$ cat config.mk
export PLATFORM = sky130hd
export DESIGN_NAME = scr_frame_ctrl
export DESIGN_NICKNAME = d
export VERILOG_FILES = /design/src/rtl/scr_pkg.sv /design/src/rtl/scr_lfsr.sv /design/src/rtl/scr_frame_ctrl.sv
export SDC_FILE = /design/constraint.sdc
export NUM_CORES = 1
export LEC_CHECK = 0
export CAP_MARGIN = 10
export CORE_ASPECT_RATIO = 1.75
export CORE_MARGIN = 2
export CORE_UTILIZATION = 45
export DETAILED_ROUTE_END_ITERATION = 10
export SYNTH_ARGS = -nofsm -noshare
export SYNTH_HDL_FRONTEND = slang
export SYNTH_SLANG_ARGS = --single-unit
$ cat constraint.sdc
create_clock -name clk_i -period 2.7 [get_ports clk_i]
set_input_delay 0.675 -clock clk_i [delete_from_list [all_inputs] [get_ports clk_i]]
set_output_delay 0.675 -clock clk_i [all_outputs]
set_load 0.005 [all_outputs]
$ cat src/rtl/scr_pkg.sv
`default_nettype none
// +----------------------------------------------------------------------+
// | scr_pkg                                                              |
// | Shared constants and types for the scrambling frame controller.      |
// | Rev 1.0                                                              |
// +----------------------------------------------------------------------+
package scr_pkg;

   localparam int c_lfsr_w      = 7;
   localparam int c_lfsr_tap_hi = 6;
   localparam int c_lfsr_tap_lo = 3;
   localparam logic [c_lfsr_w-1:0] c_lfsr_seed = 7'h7F;

   localparam int c_cnt_w = 16;

   typedef logic [1:0] state_t;
   localparam state_t c_st_idle    = 2'd0;
   localparam state_t c_st_sync    = 2'd1;
   localparam state_t c_st_payload = 2'd2;

endpackage
`default_nettype wire

$ cat src/rtl/scr_lfsr.sv
`default_nettype none
// +----------------------------------------------------------------------+
// | scr_lfsr                                                             |
// | Keystream generator, x^7+x^4+1, reloadable to the fixed seed.        |
// | Rev 1.0                                                              |
// +----------------------------------------------------------------------+
module scr_lfsr (
   input  logic clk_i,
   input  logic rst_i,
   input  logic load_i,
   input  logic step_i,
   output logic key_o
);
   import scr_pkg::*;

   logic [c_lfsr_w-1:0] r_lfsr;

   // Load wins over step so a frame-end transfer reseeds cleanly.
   always_ff @(posedge clk_i or posedge rst_i) begin
      if (rst_i) begin
         r_lfsr <= c_lfsr_seed;
      end else if (load_i) begin
         r_lfsr <= c_lfsr_seed;
      end else if (step_i) begin
         r_lfsr <= {r_lfsr[c_lfsr_w-2:0], r_lfsr[c_lfsr_tap_hi] ^ r_lfsr[c_lfsr_tap_lo]};
      end
   end

   assign key_o = r_lfsr[c_lfsr_tap_hi];

endmodule
`default_nettype wire

$ cat src/rtl/scr_frame_ctrl.sv
`default_nettype none
// +----------------------------------------------------------------------+
// | scr_frame_ctrl                                                       |
// | Serial framer: sync word then LFSR-scrambled payload, 1-cycle delay. |
// | Optional frame counter port enabled by macro SCR_FRAME_STAT_EN.      |
// | Rev 1.0                                                              |
// +----------------------------------------------------------------------+
module scr_frame_ctrl #(
   parameter logic [31:0] SYNC_WORD   = 32'h47,
   parameter int          SYNC_LEN    = 8,
   parameter int          PAYLOAD_LEN = 64
) (
   input  logic        clk_i,
   input  logic        rst_i,
   input  logic        en_i,
   input  logic        data_i,
   input  logic        valid_i,
   output logic        ready_o,
   output logic        data_o,
   output logic        valid_o,
   output logic        sof_o,
`ifdef SCR_FRAME_STAT_EN
   output logic [15:0] frame_cnt_o,
`endif
   output logic        busy_o
);
   import scr_pkg::*;

   localparam logic [c_cnt_w-1:0] c_sync_last    = c_cnt_w'(SYNC_LEN - 1);
   localparam logic [c_cnt_w-1:0] c_payload_last = c_cnt_w'(PAYLOAD_LEN - 1);
   localparam logic [c_cnt_w-1:0] c_cnt_one      = c_cnt_w'(1);
   localparam logic [4:0]         c_sync_msb     = 5'(SYNC_LEN - 1);

   state_t              r_state;
   logic [c_cnt_w-1:0]  r_cnt;
   logic                w_xfer;
   logic                w_frame_end;
   logic                w_load;
   logic                w_key;
   logic                w_sync_bit;

   assign w_xfer      = valid_i && (r_state == c_st_payload);
   assign w_frame_end = w_xfer && (r_cnt == c_payload_last);
   // Reseed on every entry into SYNC, whether from IDLE or back-to-back.
   assign w_load      = en_i && ((r_state == c_st_idle) || w_frame_end);
   assign w_sync_bit  = SYNC_WORD[c_sync_msb - r_cnt[4:0]];

   assign ready_o = (r_state == c_st_payload);
   assign busy_o  = (r_state != c_st_idle);

   scr_lfsr u_lfsr (
      .clk_i  (clk_i),
      .rst_i  (rst_i),
      .load_i (w_load),
      .step_i (w_xfer),
      .key_o  (w_key)
   );

   always_ff @(posedge clk_i or posedge rst_i) begin
      if (rst_i) begin
         r_state <= c_st_idle;
         r_cnt   <= '0;
         data_o  <= 1'b0;
         valid_o <= 1'b0;
         sof_o   <= 1'b0;
      end else begin
         data_o  <= 1'b0;
         valid_o <= 1'b0;
         sof_o   <= 1'b0;
         case (r_state)
            c_st_idle: begin
               if (en_i) begin
                  r_state <= c_st_sync;
                  r_cnt   <= '0;
               end
            end
            c_st_sync: begin
               data_o  <= w_sync_bit;
               valid_o <= 1'b1;
               sof_o   <= (r_cnt == '0);
               if (r_cnt == c_sync_last) begin
                  r_state <= c_st_payload;
                  r_cnt   <= '0;
               end else begin
                  r_cnt <= r_cnt + c_cnt_one;
               end
            end
            c_st_payload: begin
               if (w_xfer) begin
                  data_o  <= data_i ^ w_key;
                  valid_o <= 1'b1;
                  if (w_frame_end) begin
                     r_cnt   <= '0;
                     r_state <= en_i ? c_st_sync : c_st_idle;
                  end else begin
                     r_cnt <= r_cnt + c_cnt_one;
                  end
               end
            end
            default: begin
               r_state <= c_st_idle;
               r_cnt   <= '0;
            end
         endcase
      end
   end

`ifdef SCR_FRAME_STAT_EN
   logic [15:0] r_frame_cnt;

   always_ff @(posedge clk_i or posedge rst_i) begin
      if (rst_i) begin
         r_frame_cnt <= '0;
      end else if (w_frame_end) begin
         r_frame_cnt <= r_frame_cnt + 16'd1;
      end
   end

   assign frame_cnt_o = r_frame_cnt;
`endif

endmodule
`default_nettype wire

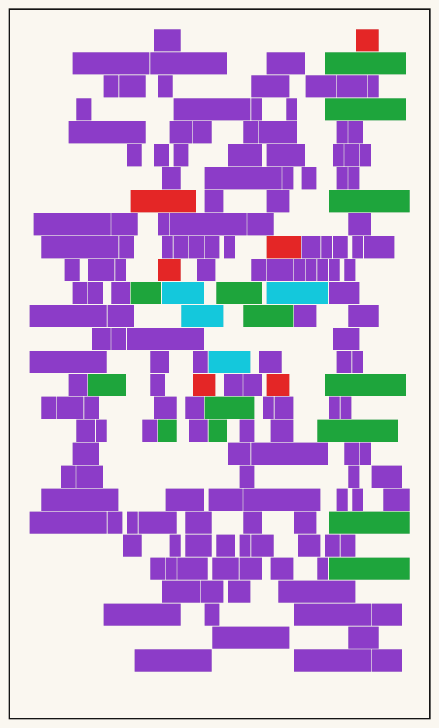
sizing.png
Green shows x2, cells 14. Red shows x3 and x4, cells 6. Purple shows x1 and smaller, cells 157. Cyan shows x6 and larger, cells 4.

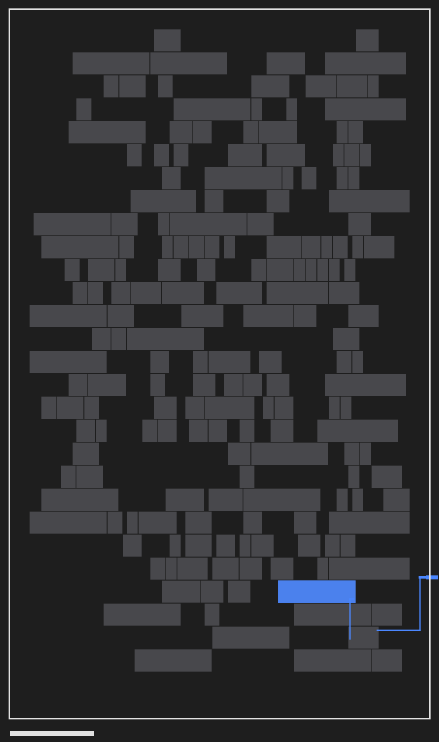
port_trees.png
The bar under the picture is 10 µm long.
Blue shows `sof_o`, direction output, edge east, end cells 1, buffers 1, wire 17.3 µm.

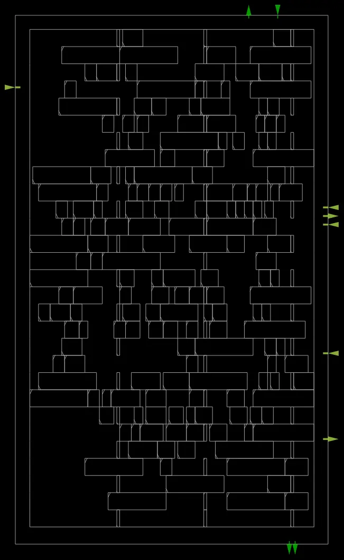
placed.png
fin util: 51.8%
Core ar.: 3560 µm²
Layout Cells excl Fill: 227

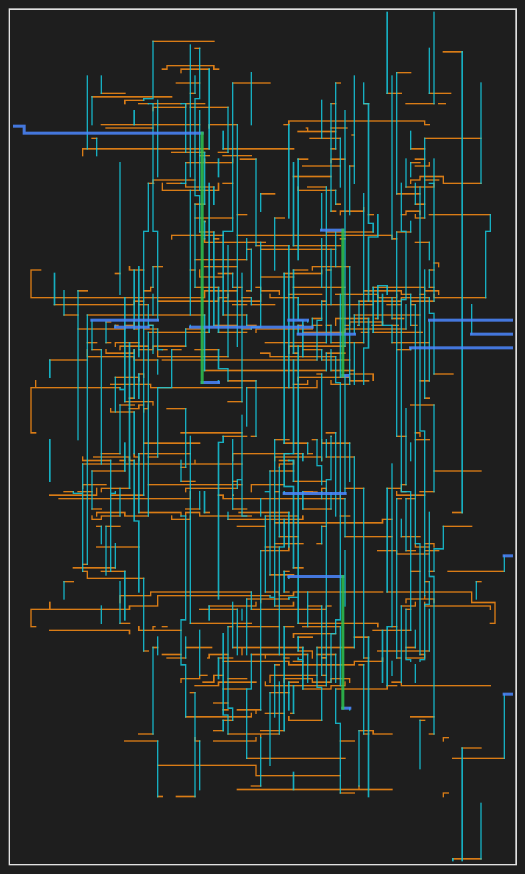
layers.png
Orange shows M1, wire length 1350 µm. Blue shows M3, wire length 87.2 µm. Green shows M4, wire length 51.7 µm. Cyan shows M2, wire length 1930 µm.

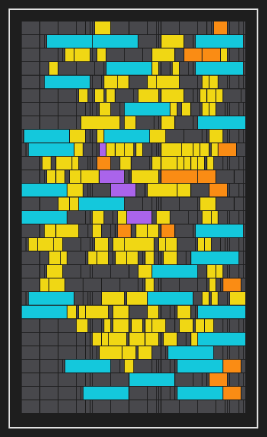
class_map.png
Fill, decap, tap and diode cells in gray.
Purple shows clock drivers and dummy loads, cells 4. Yellow shows remaining logic cells, cells 135. Orange shows remaining buffers and delay cells, cells 14. Cyan shows registers, cells 28.

==> out/results.tsv <==
stage	metric	value	unit
run_status	status	finished, final reports clean	
flow_run	max-cap viol count	0	
grt	grt total ovfl	0	
routing	DR iter-0 viols	30	
power_and_ir_drop	Comb power frac	35.0	%
power_and_ir_drop	Flop pwr share	43.7	%
yosys	Post-Syn Area	1640	µm²
die	die extent in x	49.6	µm
yosys	area fraction in and, or, nand and nor cells	24.2	%
power_and_ir_drop	Psw	0.000366	W
yosys	Synthesized Nets	182	
place	pre-CTS WS	0.236	ns
cells_and_area	Max-area cell class	combinational gates	
yosys	ys cells	170	
timing	final tally of setup violations	0	
timing	Period minus WS final	2.41	ns
timing	max-slew violation count	0	
setup_path	Worst setup endpoint	ready_o	
yosys	aoi share	16.1	%
die	die span in y	83.8	µm
power_and_ir_drop	VDD IR-drop max	0.468	mV
cells_and_area	Flop area	709	µm²
routing	Pre-antenna DRT Iters	4	
power_and_ir_drop	Pwr Density	595	nW/µm²
grt	first-pass GRT wire length	6.20	mm
power_and_ir_drop	Sw Share	33.4	%
routing	Vias	1318	
yosys	ys async rst share	100	%
setup_path	CP startpoint	r_state[0]	
clock_tree	Sink Count	28	
timing	Slew HR	40.6	%
die	Row Count	29	
cells_and_area	Final #Nets	194	
power_and_ir_drop	clock power share	21.3	%
setup_path	Worst R2R End	r_state[0]	
timing	setup TNS	0	ns
setup_path	slowest stage cell, crit path	clkdlybuf4s50_1	
yosys	post-synthesis chip area from yosys	1640	µm²
flow_run	Log Warnings	30	
cells_and_area	fraction of area in registers	38.5	%
setup_path	worst r2r src	r_cnt[0]	
cells_and_area	Logic inverters	9	
setup_path	crit path capture type	primary output	
yosys	XOR-XNOR Cells, Area Fraction	5.34	%
timing	PnR worst setup slack	0.286	ns
yosys	Cell Type Count	44	
yosys	Registers, synthesis	28	
clock_tree	Root Driver	clkbuf_8	
clock_tree	total CTS buffers	3	
==> through the flow <==
stage | hold slack (ns) | cells | area (µm²)
after global routing | 0.519 | 227 | 1840
after global placement | 0.477 | 223 | 1800
after floorplan | 0.464 | 170 | 1640
final | 0.490 | 227 | 1840
after detailed placement | 0.480 | 223 | 1800
after CTS | 0.494 | 227 | 1840
==> placed cells by master, fill, tap and decap left out, drive strengths merged <==
cell,n
inv,9
a21o,3
o22ai,2
o311ai,2
or4bb,1
or2,2
clkdlybuf4s50,9
nor4,3
nand3b,2
o21a,2
dfstp,7
nand2,20
a22oi,4
and3,4
a21oi,13
nand3,18
nand4,3
a211o,2
o211ai,3
mux2,1
nor4b,1
nor2,4
buf,5
xor2,8
nor3,2
dfrtp,21
and4,1
or3,4
a221oi,2
and2,3
a211oi,1
nand2b,2
o21ai,3
mux2i,1
clkbuf,4
xnor2,2
ha,7
==> power by group through the flow <==
stage	combinational, W	clock [W]	sequential [W]
2_1_floorplan	0.000243	0	0.000485
3_3_place_gp	0.000383	0	0.000487
3_5_place_dp	0.000386	0	0.000488
4_1_cts	0.000387	0.000239	0.000480
5_1_grt	0.000427	0.000258	0.000486
6_report	0.000383	0.000233	0.000480
==> metal layers <==
| layer | up-vias | share of wire, % | routed length (µm) | GRT usage, % |
|---|---|---|---|---|
| met3 | 6 | 2.5 | 87 | 2.15 |
| met4 | 0 | 1.5 | 51 | 6.82 |
| met2 | 22 | 56 | 1930 | 34.5 |
| met1 | 663 | 40 | 1350 | 21.2 |
| li1 | 627 | - | - | - |
| met5 | - | 0 | 0 | 0 |
==> state kept, by name (all words and copies together) (netlist names) <==
register       count
valid_o            1
u_lfsr.r_lfsr      7
r_state            2
data_o             1
r_cnt             16
sof_o              1
No activity file was given, so power comes from the tool's default toggle rates.
